`config.mk`:
```
export PLATFORM = sky130hd
export DESIGN_NAME = stack_drainer
export DESIGN_NICKNAME = d
export VERILOG_FILES = /design/src/rtl/trax_pkg.sv /design/src/rtl/stack_drainer.sv
export SDC_FILE = /design/constraint.sdc
export NUM_CORES = 1
export LEC_CHECK = 0
export CAP_MARGIN = 20
export CORE_ASPECT_RATIO = 1.25
export CORE_MARGIN = 8
export CORE_UTILIZATION = 35
export CTS_CLUSTER_SIZE = 14
export DETAILED_ROUTE_END_ITERATION = 6
export PLACE_DENSITY = 0.73
export SKIP_CTS_REPAIR_TIMING = 1
export SYNTH_ARGS = -nofsm -noshare
export SYNTH_HDL_FRONTEND = slang
export SYNTH_SLANG_ARGS = --single-unit
```
`constraint.sdc`:
```
create_clock -name clk -period 2.42 [get_ports clk]
set_clock_uncertainty 0.2 [all_clocks]
set_input_delay 0.484 -clock clk [delete_from_list [all_inputs] [get_ports clk]]
set_output_delay 0.484 -clock clk [all_outputs]
set_load 0.005 [all_outputs]
```
`src/rtl/trax_pkg.sv`:
```
// trax_pkg: shared entry/stack widths and the drainer state encoding.
package trax_pkg;
    localparam int DEPTH = 21;
    localparam int STACK_DEPTH = 6;
    typedef enum logic [1:0] {
        IDLE  = 2'd0,
        DRAIN = 2'd1,
        FLUSH = 2'd2,
        DONE  = 2'd3
    } drain_state_t;
endpackage

```
`src/rtl/stack_drainer.sv`:
```
// stack_drainer: pops the LIFO tile stack newest-first onto a valid/ready stream.
module stack_drainer
    import trax_pkg::*;
#(
    parameter int depth = DEPTH,
    parameter int stack_depth = STACK_DEPTH
) (
    input  logic                 clk,
    input  logic                 reset,
    input  logic                 start,
    input  logic                 abort,
    input  logic [stack_depth:0] n_req,
    input  logic [depth:0]       stk_d_out,
    input  logic                 stk_empty,
    input  logic                 stk_uf,
    output logic                 stk_pop,
    output logic [depth:0]       out_data,
    output logic                 out_valid,
    input  logic                 out_ready,
    output logic                 busy,
    output logic                 done,
    output logic [stack_depth:0] count,
    output logic                 err
);
    drain_state_t state, state_nxt;
    logic [stack_depth:0] n_lat;
    logic quota_left, quota_hit, xfer;

    always_comb begin
        quota_hit = (n_lat != '0) && (count == n_lat);
        quota_left = (n_lat == '0) || (count < n_lat);
        xfer = out_valid && out_ready;
        // a pop only happens when the output slot is free or being emptied this cycle
        stk_pop = (state == DRAIN) && !stk_empty && !abort && quota_left && (!out_valid || out_ready);
        busy = (state == DRAIN) || (state == FLUSH);
        done = (state == DONE);
        state_nxt = state;
        case (state)
            IDLE:    state_nxt = start ? DRAIN : IDLE;
            DRAIN:   state_nxt = (stk_empty || quota_hit || abort) ? FLUSH : DRAIN;
            FLUSH:   state_nxt = out_valid ? FLUSH : DONE;
            default: state_nxt = IDLE;
        endcase
    end

    always_ff @(posedge clk) begin
        if (reset) begin
            state <= IDLE;
            n_lat <= '0;
            count <= '0;
            err <= 1'b0;
            out_data <= '0;
            out_valid <= 1'b0;
        end else begin
            state <= state_nxt;
            if (state == IDLE && start) begin
                n_lat <= n_req;
                count <= '0;
                err <= 1'b0;
            end else begin
                if (stk_pop)
                    count <= count + 1'b1;
                if (busy && stk_uf)
                    err <= 1'b1;
            end
            if (stk_pop) begin
                out_data <= stk_d_out;
                out_valid <= 1'b1;
            end else if (xfer) begin
                out_valid <= 1'b0;
            end
        end
    end
endmodule

```
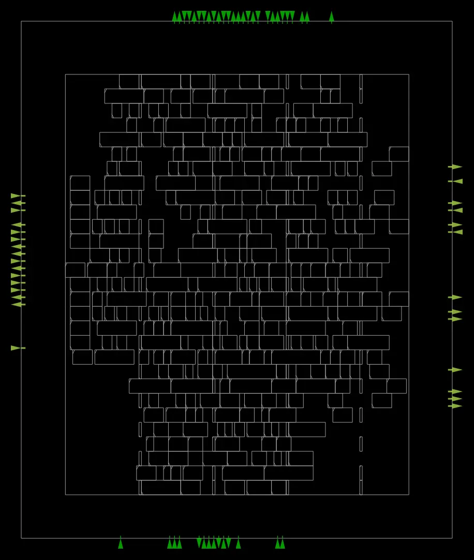
(run_1/placed.png)
flop count: 40
fillcell total: 495
final core utilization: 0.579

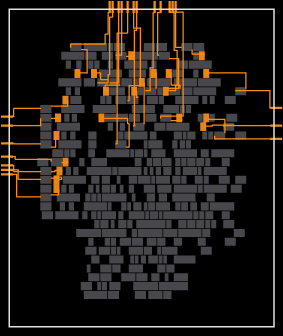
(run_1/port_trees.png)
- orange: stk_d_out (direction input; edge 12 top, 7 left, 3 right; end cells 22; buffers 22; wire 629 µm)

==> results.json, run 1 <==
{
  "status": "complete, no violations",
  "dr.pass1.iters": 4,
  "comb_area_um2": 982,
  "sw_frac_of_total": 0.280,
  "top_area_cell_class": "logic gates",
  "numCtsBuffers": 5,
  "required_ns": 1.74,
  "antenna_found_initial": 0,
  "net-switching-power_mw": 0.428,
  "logic_gates": 157,
  "clkLatencyLatePin_ns": 0.29,
  "dp.cells": 371,
  "die_y_um": 97.0,
  "p_leak_nw": 1.09,
  "max-vdd-ir-drop_mv": 0.274,
  "clock_path_buffers": 2,
  "rows": 29,
  "routedWlPerCell_um": 15.0,
  "ys.flops": 40,
  "fin_crit_ns": 2.35,
  "die_w_um": 80.8,
  "grt_usage": 0.144,
  "syn_area_mm2": 0.00184,
  "ant_nets": 0,
  "stdcell_area_mm2": 0.00294,
  "ioPinCount": 70,
  "power_density_mw_per_mm2": 519,
  "rsz0062_at_grt": "true",
  "vias": 1973,
  "placed_area_mm2": 0.00279,
  "cts_max_level": 2,
  "seq_share": 0.275,
  "fin_crit_sh": 0.972,
  "path_clk_slew_ns": 0.08,
  "synth_cells": 227,
  "grt-ovfl-total": 0,
  "cts_root_buf": "clkbuf_8",
  "die_area_mm2": 0.00784,
  "num-clock-buffers": 5,
  "grt_first_pass_wirelength_mm": 9.16,
  "ys_chip_area_mm2": 0.00184,
  "max_slew.worst_pin.slew_ns": 0.396,
  "hp-class": "reg -> reg",
  "gp_congestion": 0.771,
  "coreArea_mm2": 0.00508,
  "slowest_stage": "dfxtp_2",
  "yosysUniqueCellTypes": 25,
  "hold_viol_final": 0,
  "fp_nets": 276,
  "nWellTaps": 62,
  "timing.fmax_ghz": 0.425,
  "p_comb_frac": 0.248,
  "worstSetupPathType": "reg -> out",
  "final-clk-cell-share": 0.0276,
  "synth_area_per_cell_um2": 8.10,
  "hpwl_mm": 4.26,
  "wirelength_mm": 5.69,
  "cts_sinks": 40,
  "crit_path_max_fanout": 2,
  "syn_to_final_growth_pct": 60.1,
  "drive_above_1_share": 0.183,
  "grt_start_max_net_pins": 36,
  "crit_chain": "inv_2 > ha_4 > nor3b_4 > o211ai_1 > o22a_2 > nor2_2 > buf_2",
  "setup_viol": 0,
  "first_iter_violations": 91,
  "slew_violations": 0,
  "critPathMaxStageDelay_ns": 0.33,
  "ys_seq_share": 0.436,
  "final-nonclk-buf-share": 0.322,
  "fp_util": 0.362,
  "crit_path_start_kind": "register",
  "yosysCellCount": 227,
  "maxCapViolCount": 0,
  "stdcell_count": 379,
  "nets": 366,
  "p_seq_frac": 0.467,
  "avgViaCountPerCell": 5.21,
  "clockPowerShare": 0.285,
  "setup_ws_ns": 0.0674,
  "post-place-ws_ns": -0.469,
  "inverters": 12,
  "ys_warn_count": 0,
  "seq_area_um2": 810,
  "cp-end-kind": "output pin",
  "p_int_mw": 1.10,
  "cts_tree": "built",
  "numPortBuffers": 69,
  "warnings": 31,
  "grt_pass1_vias": 1938,
  "max-slew-margin-rel": 0.736,
  "sh_comb_area": 0.334,
  "antenna_cells": 0,
  "route.detailed.drc": 0,
  "buffers": 101,
  "crit_arrival_ns": 1.67
}
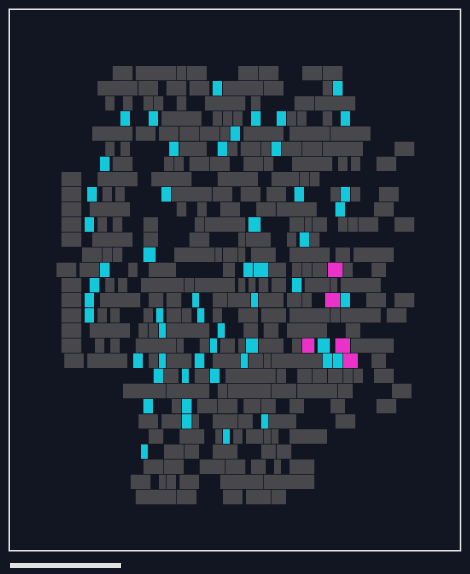
(run_1/gates.png)
Bar = 20 µm.
- cyan: nand cells (cells 53; most used nand3_1)
- magenta: and/or cells (cells 5; most used or4_1)

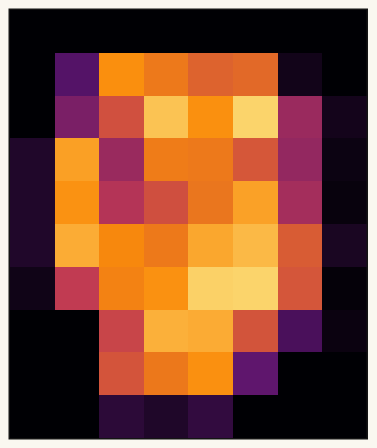
(run_1/util_map.png)
The die is cut into 8 by 10 equal tiles; black is low, pale yellow is high, 0 to 100% covered.
- tiles over 75% full: 20%
- mean over tiles: 37%
- fullest tile: 91%
- nearly empty tiles: 29%
- densest ninth of the die: middle

run 1: synth_stat cells:
library cell | count | area share
a211o_1 | 1 | 0.0048
a21oi_1 | 43 | 0.12
a222oi_1 | 1 | 0.0054
buf_1 | 1 | 0.0020
buf_2 | 2 | 0.0054
clkbuf_1 | 15 | 0.031
dfxtp_1 | 40 | 0.44
ha_1 | 13 | 0.088
inv_1 | 12 | 0.025
nand2_1 | 13 | 0.027
nand2b_1 | 2 | 0.0068
nand3_1 | 35 | 0.095
nand3b_1 | 1 | 0.0041
nand4_1 | 2 | 0.0068
nor2_1 | 5 | 0.010
nor3_1 | 2 | 0.0054
nor3b_2 | 1 | 0.0068
nor4_2 | 1 | 0.0068
o211ai_1 | 1 | 0.0041
o21ai_0 | 25 | 0.068
o22a_2 | 1 | 0.0054
o22ai_1 | 1 | 0.0034
o31ai_1 | 4 | 0.016
or3_1 | 1 | 0.0034
or4_1 | 4 | 0.016
run 1: logic make-up (layout without fill, tap and decap cells):
family          after synthesis  count (layout)  share of synthesized area
compound gates               77              77                      0.225
simple gates                 67              67                      0.189
flops                        40              40                      0.436
buf+inv                      30             120                     0.0626
fa+ha+maj                    13              13                     0.0885
run 1: layout by cell type, fill, tap and decap left out, drive strengths merged, types with 12 or more instances in the layout:
cell type,instances
o21ai,25
inv,12
buf,33
a21oi,43
nand3,35
clkdlybuf4s50,66
nand2,13
ha,13
dfxtp,40
run 1: power groups by stage:
stage                     registers, mW  logic, mW  clock network (mW)
final                             0.714      0.378               0.436
after detailed placement          0.725      0.371                   0
after floorplan                   0.730      0.153                   0
after CTS                         0.710      0.372               0.448
after global placement            0.723      0.364                   0
after global routing              0.718      0.414               0.472
run 1: flip-flops by register name (all words and copies together) (netlist names):
signal     flops
out_data      22
out_valid      1
count          7
err            1
state          2
n_lat          7
run 1: critical path: cells and delay by family (launching register included):
| kind | cells | cell delay [ns] |
|---|---|---|
| AND-OR/OR-AND | 2 | 0.43 |
| adder cells (fa/ha/maj) | 1 | 0.13 |
| buffers and inverters | 2 | 0.20 |
| flip-flops | 1 | 0.33 |
| AND/OR/NAND/NOR | 2 | 0.29 |
run 1: per-stage QoR:
stage,setup TNS (ns),hold slack [ns],utilization,power (mW)
after CTS,-0.558,0.277,0.565,1.53
after floorplan,0,0.249,-,0.883
after detailed placement,-1.79,0.260,0.549,1.10
after global routing,-0.0270,0.304,0.579,1.60
final,0,0.272,0.579,1.53
after global placement,-1.66,0.251,0.549,1.09
run 1: final timing paths:
path	from	to	slack, ns	cells past startpoint
max reg2reg	state[1]$_SDFF_PP0_	count[5]$_SDFFE_PP0P_	0.13	8
max	state[1]$_SDFF_PP0_	stk_pop	0.07	7
min reg2reg	err$_SDFFE_PP0P_	err$_SDFFE_PP0P_	0.27	2
min	err$_SDFFE_PP0P_	err$_SDFFE_PP0P_	0.27	2
run 1: per-layer routing:
metal | wire, µm | track usage
met4 | 193 | 0.0772
met2 | 2920 | 0.247
met5 | 0 | 0
met1 | 2300 | 0.156
met3 | 289 | 0.0324
## Run 2: what changed since run 1
Settings changed: CORE_ASPECT_RATIO 1.25 to 1.2, SLEW_MARGIN from default to 10.
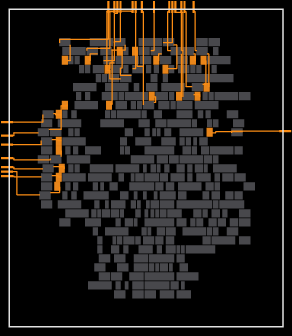
(run_2/port_trees.png)
- orange: stk_d_out (direction input; edge 14 top, 7 left, 1 right; end cells 22; buffers 22; wire 513 µm)

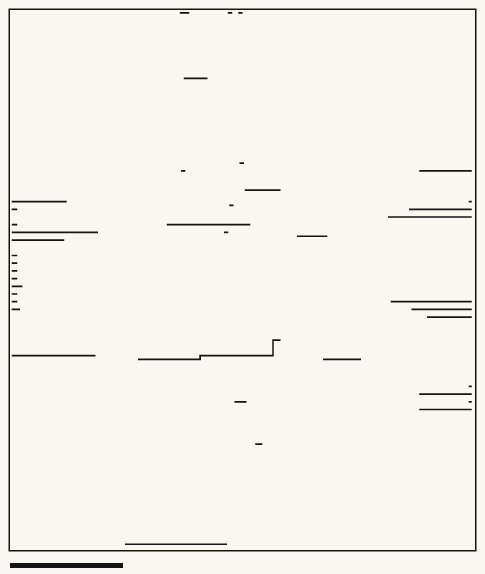
(run_2/m3.png)
Bar = 20 µm.
- nets with wire on the layer: 35
- wire length on this layer: 228 µm
- main direction: horizontal
- share of all routed wire: 4.0%

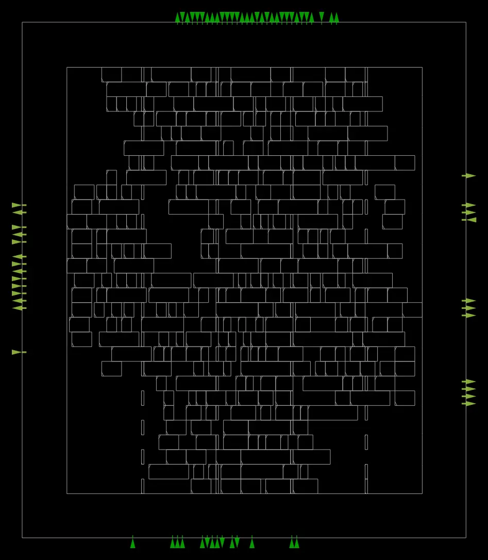
(run_2/placed.png)
Seq area share: 0.270
fillcell total: 486
fin cells: 378

==> run 2 against run 1 <==
Hold slack better by 0.0070 ns. Synthesized cell count unchanged. Routed wire length is 0.25% lower. Largest cell class unchanged.
==> results.json, run 2 <==
{
  "status": "complete, no violations",
  "rows": 29,
  "antenna_cells": 0,
  "hp-class": "reg -> reg",
  "cts_tree": "built",
  "die_area_mm2": 0.00784,
  "fin_crit_ns": 2.40,
  "routedWlPerCell_um": 15.0,
  "grt_first_pass_wirelength_mm": 9.08,
  "maxCapViolCount": 0,
  "finalSetupTns_ns": 0,
  "async_reset_ff_frac": 0,
  "gp_congestion": 0.758,
  "layout.cells.most_common": "clkdlybuf4s50_1",
  "regMostFlops": "out_data",
  "slowest_stage": "dfxtp_2",
  "ant_nets": 0,
  "numCtsBuffers": 5,
  "critPathMaxStageDelay_ns": 0.33,
  "ys.flops": 40,
  "slew_violations": 0,
  "crit_family": "AND-OR/OR-AND gates",
  "first_iter_violations": 97,
  "yosysUniqueCellTypes": 25,
  "avgViaCountPerCell": 5.15,
  "crit_chain": "inv_1 > ha_4 > a21oi_2 > o211ai_1 > o22a_2 > nor2_2 > buf_2",
  "syn_area_mm2": 0.00184,
  "clkLatencyLatePin_ns": 0.29,
  "r2r_slack_ns": 0.10,
  "syn_to_final_growth_pct": 62.5,
  "worstSetupPathType": "reg -> out",
  "die_y_um": 95.4,
  "hold_path_end": "out_data[20]$_SDFFE_PP0P_",
  "max_slew.worst_pin.slew_ns": 0.409,
  "top_cell": "a21oi_1",
  "cp-end-kind": "output pin",
  "min_path_cells": 2,
  "route.detailed.drc": 0,
  "numPortBuffers": 69,
  "cts_sinks": 40,
  "ys_chip_area_mm2": 0.00184,
  "timing.fmax_ghz": 0.416,
  "common_cells": "a21oi_1, dfxtp_1, nand3_1",
  "top_cells_by_area": "dfxtp_1, a21oi_1, nand3_1, ha_1, o21ai_0",
  "warnings": 31,
  "reg2reg_to": "count[5]$_SDFFE_PP0P_",
  "largest_reg_flops": 22,
  "most-common-layout-cells": "clkdlybuf4s50_1, a21oi_1, nand3_1, dfxtp_1, buf_4",
  "grt_pass1_vias": 1968,
  "p_leak_nw": 1.10,
  "synth_cells": 227,
  "p_total_mw": 1.69,
  "top_area_frac": 0.436,
  "crit_path_max_fanout": 2,
  "dr.pass1.iters": 4,
  "ys_seq_share": 0.436,
  "fin_crit_sh": 0.993,
  "ys_warn_count": 0,
  "cts_max_level": 2,
  "power_density_mw_per_mm2": 568,
  "crit_arrival_ns": 1.72,
  "ioPinCount": 70,
  "grt-ovfl-total": 0,
  "vias": 1948
}
## run 2: cell counts after synthesis
No cell type changed its count.
## run 2: how the worst max path moves through the flow
stage                                startpoint       to  depth (start not counted)
after detailed placement                  abort  stk_pop                          6
after floorplan           n_lat[4]$_SDFFE_PP0P_  stk_pop                          7
after CTS                                 abort  stk_pop                          6
final                     n_lat[4]$_SDFFE_PP0P_  stk_pop                          7
after global placement                    abort  stk_pop                          6
after global routing      n_lat[4]$_SDFFE_PP0P_  stk_pop                          7
## run 2: power breakdown
part / leakage [nW] / internal [mW] / switching (mW)
combinational: 0.711 / 0.210 / 0.171
sequential: 0.326 / 0.694 / 0.0187
clock: 0.0645 / 0.364 / 0.238
total: 1.10 / 1.27 / 0.427
## run 2: cells by family after synthesis
family                     synth area share
and+or+nand+nor                       0.189
AOI/OAI and AO/OA                     0.225
buffers and inverters                0.0626
DFF                                   0.436
adders and majority gates            0.0885
## run 2: metrics by stage
stage               instance area (µm²)   util  hold WS [ns]  worst slack (ns)
CTS                                2900  0.559         0.280            -0.483
finish                             2990  0.576         0.279            0.0170
detailed placement                 2770  0.534         0.267            -0.471
floorplan                          1840      -         0.249             0.282
global placement                   2770  0.534         0.257            -0.451
global route                       2990  0.576         0.306           -0.0392
## run 2: final cells by class
type                            instances  area (µm²)  area share
Clock buffer                            7        96.3      0.0323
Clock inverter                          1        30.0      0.0101
Inverter                               12        45.0      0.0151
Multi-Input combinational cell        157         998       0.334
Sequential cell                        40         807       0.270
Tap cell                               62        77.6      0.0260
Timing Repair Buffer                   99         932       0.312
## run 2: worst register-to-register path, cell delays in order (launching register included)
cell and delay (ns):
dfxtp_2 0.33, inv_1 0.10, ha_4 0.22, a21oi_2 0.13, o211ai_1 0.13, o22a_2 0.29, buf_6 0.19, or4_1 0.52
a21oi_1 0.15
## run 2: layer usage
metal	vias up	wire length [µm]	global-route usage
met2	49	3010	0.260
met3	10	227	0.0340
met4	0	155	0.0674
met5	-	0	0
met1	907	2290	0.163
li1	982	-	-
Power figures rest on the tool's default switching activity, not on a simulated workload.
